<file path="config.mk">
export PLATFORM = sky130hd
export DESIGN_NAME = gpio_input_conditioner
export DESIGN_NICKNAME = d
export VERILOG_FILES = /design/src/rtl/gpio_input_conditioner.sv
export SDC_FILE = /design/constraint.sdc
export NUM_CORES = 1
export LEC_CHECK = 0
export ABC_CLOCK_PERIOD_IN_PS = 3600
export CORE_ASPECT_RATIO = 0.6
export CORE_UTILIZATION = 44
export CTS_CLUSTER_SIZE = 24
export DETAILED_ROUTE_END_ITERATION = 8
export PLACE_DENSITY = 0.85
export SLEW_MARGIN = 0
export SYNTH_ARGS = -nofsm -noshare
export SYNTH_HDL_FRONTEND = slang
export SYNTH_SLANG_ARGS = --single-unit
</file>
<file path="constraint.sdc">
create_clock -name aclk -period 3.6 [get_ports aclk]
set_clock_uncertainty 0.2 [all_clocks]
set_input_delay 0.54 -clock aclk [delete_from_list [all_inputs] [get_ports aclk]]
set_output_delay 0.54 -clock aclk [all_outputs]
set_load 0.01 [all_outputs]
</file>
<file path="src/rtl/gpio_input_conditioner.sv">
// gpio_input_conditioner
//   Per-pin input front-end between GPIO pads and the GPIO controller.
//   Each pin is synchronised into aclk, optionally debounced, and then
//   edge-detected.  Edges that are enabled set sticky interrupt status bits.
//
// Ports
//   aclk        clock
//   aresetn     synchronous active-low reset
//   pad_i       raw asynchronous pad levels
//   db_en       per pin: 1 = debounce, 0 = take the synchroniser output directly
//   rise_en     per pin: an accepted rising edge sets irq_status
//   fall_en     per pin: an accepted falling edge sets irq_status
//   irq_clear   per pin: write-1-to-clear pulse for irq_status
//   gpio_io_i   conditioned (stable) pin level
//   rise_pulse  one-cycle pulse on an accepted 0->1 of gpio_io_i
//   fall_pulse  one-cycle pulse on an accepted 1->0 of gpio_io_i
//   irq_status  sticky edge status
//   irq         OR of all irq_status bits
module gpio_input_conditioner #(
    parameter int WIDTH           = 8,
    parameter int SYNC_STAGES     = 2,
    parameter int DEBOUNCE_CYCLES = 16
) (
    input  logic             aclk,
    input  logic             aresetn,
    input  logic [WIDTH-1:0] pad_i,
    input  logic [WIDTH-1:0] db_en,
    input  logic [WIDTH-1:0] rise_en,
    input  logic [WIDTH-1:0] fall_en,
    input  logic [WIDTH-1:0] irq_clear,
    output logic [WIDTH-1:0] gpio_io_i,
    output logic [WIDTH-1:0] rise_pulse,
    output logic [WIDTH-1:0] fall_pulse,
    output logic [WIDTH-1:0] irq_status,
    output logic             irq
);

    localparam int               CNT_W    = $clog2(DEBOUNCE_CYCLES + 1);
    // Count value on which the change is accepted (the Nth stable cycle).
    localparam logic [CNT_W-1:0] CNT_LAST = CNT_W'(DEBOUNCE_CYCLES - 1);
    localparam logic [CNT_W-1:0] CNT_ZERO = CNT_W'(0);
    localparam logic [CNT_W-1:0] CNT_ONE  = CNT_W'(1);
    localparam logic [WIDTH-1:0] ALL_ZERO = {WIDTH{1'b0}};

    logic [WIDTH-1:0] sync_r [SYNC_STAGES];
    logic [WIDTH-1:0] y_s;
    logic [WIDTH-1:0] level_r;
    logic [WIDTH-1:0] level_next_s;
    logic [WIDTH-1:0] level_d_r;
    logic [CNT_W-1:0] cnt_r      [WIDTH];
    logic [CNT_W-1:0] cnt_next_s [WIDTH];
    logic [WIDTH-1:0] rise_s;
    logic [WIDTH-1:0] fall_s;
    logic [WIDTH-1:0] set_s;
    logic [WIDTH-1:0] irq_status_r;
    logic [WIDTH-1:0] irq_status_next_s;

    // Synchroniser flop chain; the last stage is the synchronised level y.
    always_ff @(posedge aclk) begin
        if (!aresetn) begin
            for (int k = 0; k < SYNC_STAGES; k++) begin
                sync_r[k] <= ALL_ZERO;
            end
        end else begin
            sync_r[0] <= pad_i;
            for (int k = 1; k < SYNC_STAGES; k++) begin
                sync_r[k] <= sync_r[k-1];
            end
        end
    end

    assign y_s = sync_r[SYNC_STAGES-1];

    // Per-pin debounce: count consecutive cycles where y differs from the
    // stable level; accept on the Nth.  Bypass copies y and parks the counter
    // at zero, so re-enabling debounce always starts a fresh count.
    always_comb begin
        level_next_s = level_r;
        for (int i = 0; i < WIDTH; i++) begin
            cnt_next_s[i] = cnt_r[i];
        end
        for (int i = 0; i < WIDTH; i++) begin
            if (!db_en[i]) begin
                level_next_s[i] = y_s[i];
                cnt_next_s[i]   = CNT_ZERO;
            end else if (y_s[i] == level_r[i]) begin
                cnt_next_s[i] = CNT_ZERO;
            end else if (cnt_r[i] == CNT_LAST) begin
                level_next_s[i] = y_s[i];
                cnt_next_s[i]   = CNT_ZERO;
            end else begin
                cnt_next_s[i] = cnt_r[i] + CNT_ONE;
            end
        end
    end

    // Debounce counters.
    always_ff @(posedge aclk) begin
        if (!aresetn) begin
            for (int i = 0; i < WIDTH; i++) begin
                cnt_r[i] <= CNT_ZERO;
            end
        end else begin
            for (int i = 0; i < WIDTH; i++) begin
                cnt_r[i] <= cnt_next_s[i];
            end
        end
    end

    // Stable level and its one-cycle delayed copy used for edge detection.
    always_ff @(posedge aclk) begin
        if (!aresetn) begin
            level_r   <= ALL_ZERO;
            level_d_r <= ALL_ZERO;
        end else begin
            level_r   <= level_next_s;
            level_d_r <= level_r;
        end
    end

    assign rise_s = level_r & ~level_d_r;
    assign fall_s = ~level_r & level_d_r;
    assign set_s  = (rise_s & rise_en) | (fall_s & fall_en);

    // Set has priority over clear so an edge coinciding with a clear survives.
    always_comb begin
        irq_status_next_s = set_s | (irq_status_r & ~irq_clear);
    end

    // Sticky interrupt status register.
    always_ff @(posedge aclk) begin
        if (!aresetn) begin
            irq_status_r <= ALL_ZERO;
        end else begin
            irq_status_r <= irq_status_next_s;
        end
    end

    assign gpio_io_i  = level_r;
    assign rise_pulse = rise_s;
    assign fall_pulse = fall_s;
    assign irq_status = irq_status_r;
    assign irq        = |irq_status_r;

endmodule

</file>
Figure 1. Clock wiring as the flow saved it.
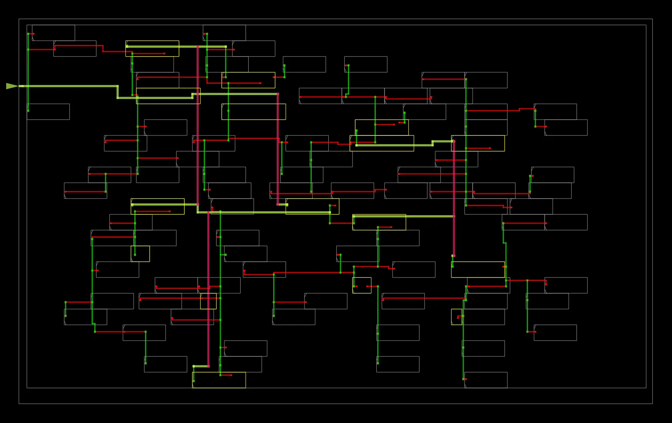
flop count: 80
clock network power: 1030 uW
clk latency late pin: 0.33 ns

Figure 2. Signal wires on met1.
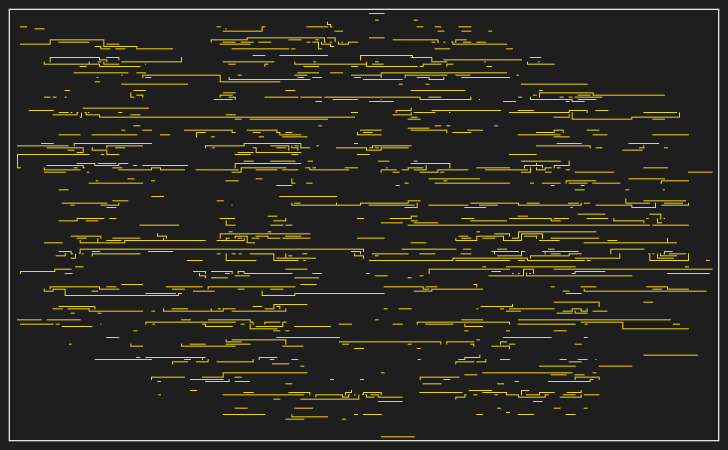
- longest straight run: 43.7 um
- main direction: horizontal
- wire length on this layer: 2600 um

Figure 3. Cells coloured by class.
Fill, decap, tap and diode cells in grey.
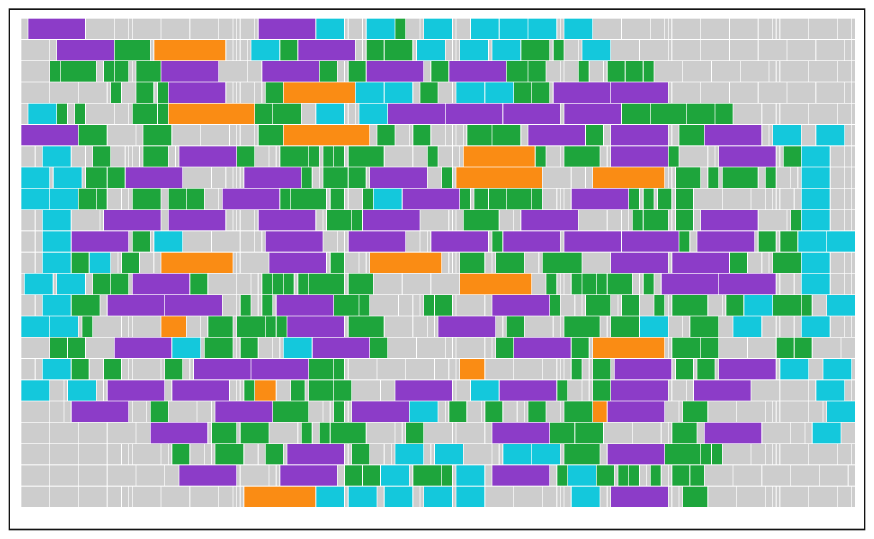
- green: combinational and other logic (cells 211)
- purple: sequential cells (cells 80)
- cyan: remaining buffers and delay cells (cells 75)
- orange: clock drivers and dummy loads (cells 16)

Figure 4. Signal wires on met3.
Bar = 20 um.
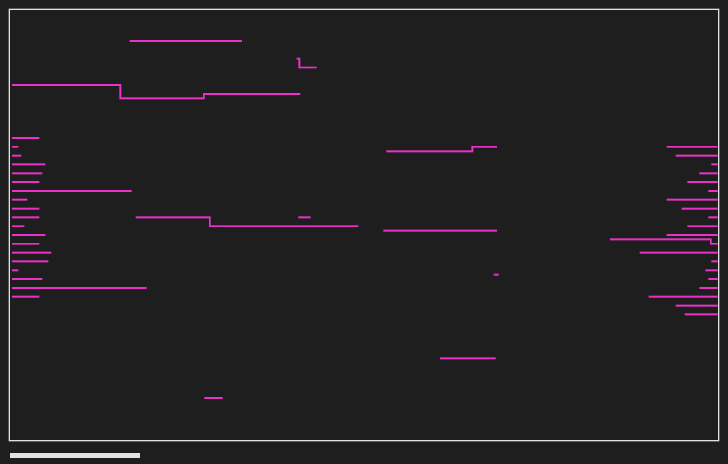
- main direction: horizontal
- nets with wire on the layer: 43

==> cells in the final DEF (no fill, tap or decap), types with 9 or more instances in the layout <==
| cell type | Yosys | routed |
|---|---|---|
| and2_1 | 24 | 24 |
| clkbuf_16 | 0 | 9 |
| clkdlybuf4s50_1 | 0 | 74 |
| dfxtp_1 | 80 | 80 |
| ha_1 | 16 | 16 |
| inv_1 | 24 | 24 |
| nor2_1 | 40 | 40 |
| nor2b_1 | 37 | 37 |
| xor2_1 | 16 | 16 |
==> logic make-up (layout without fill, tap and decap cells) <==
group                      Yosys count  count (layout)  synth area share, %
buffers and inverters               29             115                 3.79
DFF                                 80              80                 52.8
adders and majority gates           16              16                 6.60
and+or+nand+nor                    131             131                 24.6
AOI/OAI and AO/OA                    8               8                 2.64
xor gates and xnor gates            24              24                 6.93
muxes                                8               8                 2.64
==> routing by layer <==
| metal | track usage (%) | vias to the layer above | part of all wire (%) |
|---|---|---|---|
| met3 | 6.21 | 9 | 6.4 |
| met2 | 28.3 | 54 | 45 |
| met4 | 7.00 | 0 | 1.7 |
| met1 | 19.0 | 939 | 47 |
| met5 | 0 | - | 0 |
| li1 | - | 1120 | - |
==> Yosys cell counts (2+ instances only) <==
library cell	number
inv_1	24
and2_1	24
xnor2_1	8
mux2i_1	8
nand3_2	8
a222oi_1	8
dfxtp_1	80
nor2_1	40
and2b_1	2
buf_2	2
nand3_1	8
xor2_1	16
nor2b_1	37
nor4_1	2
ha_1	16
clkbuf_1	2
and3_1	8
==> per-stage QoR <==
stage,total power (uW),instance area [um^2],hold WS (ns),utilization [%]
after floorplan,977,3030,0.212,-
after global placement,1040,3870,0.213,57.9
after detailed placement,1050,3870,0.219,57.9
after CTS,2080,4210,0.233,63.1
after global routing,2130,4210,0.241,63.1
final,2050,4210,0.231,63.1
==> critical path, delay by kind of cell (launching register included) <==
kind                   cells  cell delay [ns]
buffers and inverters      1             0.49
AND/OR/NAND/NOR            2             0.47
flip-flops                 1             0.34
==> final cells by class <==
| type | count | area share [%] |
|---|---|---|
| flip-flops and latches | 80 | 38.0 |
| inverters | 24 | 2.14 |
| repair buffers | 75 | 17.8 |
| multi-input cells | 187 | 31.3 |
| well taps | 87 | 2.58 |
| clock inverters | 7 | 2.85 |
| clock buffers | 9 | 5.35 |
==> power breakdown <==
group | total [uW] | internal (uW) | switching, uW | leakage, uW
logic | 115 | 75.5 | 39.6 | 0.000916
clock network | 1030 | 678 | 349 | 0.000166
registers | 912 | 901 | 10.9 | 0.000649
total | 2050 | 1650 | 400 | 0.00173
==> worst max path at each step <==
stage,from,to,cells after the start
finish,irq_status[5]$_SDFF_PN0_,irq,3
global route,irq_status[5]$_SDFF_PN0_,irq,3
CTS,irq_status[5]$_SDFF_PN0_,irq,3
detailed placement,irq_status[5]$_SDFF_PN0_,irq,3
global placement,irq_status[5]$_SDFF_PN0_,irq,3
floorplan,cnt_r[0][0]$_SDFF_PP0_,gpio_io_i[0]$_SDFFE_PN0P_,6
==> state kept, by name, summed over array words and instances, names as in the netlist <==
name	count
cnt_r	40
sync_r	16
gpio_io_i	8
irq_status	8
level_d_r	8
==> results.toml <==
# physical design summary
[synth]
largest_area_cell = "dfxtp_1"
yosysWarningCount = 0
syn_area_um2 = 3030
syn-mean-instance-area_um2 = 10.3
edf_count = 0
synth_stat.cells = 296
synth-seq-cells = 80
netlist_instances = 296
top_area_share_pct = 52.8
synth_nets = 354
yosys_area_um2 = 3030
synthFlopType = "dfxtp_1"
yosys.cell_types.count = 20
synth-seq-area-share_pct = 52.8
synthArstFlopShare_pct = 0
topCellsByArea = "dfxtp_1 53%, nor2b_1 7.6%, ha_1 6.6%"

[final_timing]
rsz0062_at_grt = "no"
finalSetupViolCount = 0
hold_viol_final = 0
setup_slack_ns = 1.23
slew_violations = 0
min_period_ns = 2.37
slew_headroom_pct = 73.2
clock.fmax_mhz = 421
finalSetupTns_ns = 0
tightestPinTransition_ns = 0.402
finalCritPeriodShare_pct = 65.9

[clock_tree]
post_cts_buffers = 0
cts.htree.levels = 3
cts_resized = 0
cts_buffers = 9
cts_tree = "done"
cts_max_path_buffers = 2
clock_sinks = 80
path_clk_slew_ns = 0.06
hold_buffers = 0
root_buffer = "clkbuf_16"

[critical_path]
cp_slowest_cell = "clkdlybuf4s50_1"
cp_cell_sequence = "nor4_1 > nand2_1 > clkdlybuf4s50_1"
end_kind = "output pin"
path_max_fanout = 3
critical_path.reg2reg.startpoint = "cnt_r[0][10]$_SDFF_PP0_"
reg2reg_depth = 6
rrSetupSlack_ns = 1.87
crit_type = "register to output pin"
worstPathArrival_ns = 1.63
cp_slowest_stage_delay_ns = 0.49
startpoint_type = "register"
rr_endpoint = "gpio_io_i[2]$_SDFFE_PN0P_"
critPathRequiredTime_ns = 2.86

[grt]
track_usage_pct = 16.7
grt_pass1_wl_mm = 8.91
grt_max_degree = 47
grt_pass1_vias = 2006
grt_overflow = 0
antenna_found_initial = 0

[drt]
drc = 0
first_pass_iters = 4
via_count = 2122
antenna_left = 0
routed_wl_mm = 5.55
viasPerCell = 4.52
dr.first_iter.drc_count = 51
avgRoutedWirePerCell_um = 11.8

[die]
die_x_um = 109
chipArea_um2 = 7240
fp.dieH_um = 66.3
core-area_um2 = 6680
num_io_pins = 75
initCoreUtil_pct = 45.4
num_rows = 23

[power]
cellLeakagePower_uw = 0.00173
ir_drop_v = 0.000246
power_density_nw_per_um2 = 488

[worst_hold_path]
holdCritStartpoint = "sync_r[0][2]$_SDFF_PN0_"
min_path_cells = 1
hold_path_class = "register to register"
hold_path_end = "sync_r[0][10]$_SDFF_PN0_"

[final_layout]
area_delta_synth_final_pct = 38.8
comb_area_um2 = 1320
stdcell_count = 469
antenna_cells = 0
drive_gt1_share_pct = 6.81
regArea_um2 = 1600
fillers = 556
nets = 435

[place]
dp_hpwl_mm = 4.10
dp.cells = 453
place.gp.congestion = 0.729
port_buffers = 74
dp_slack_ns = 1.51

[run]
max_cap_violations = 0
warning_count = 26

[run_status]
run_status = "complete, no violations"
Power figures rest on the tool's default switching activity, not on a simulated workload.
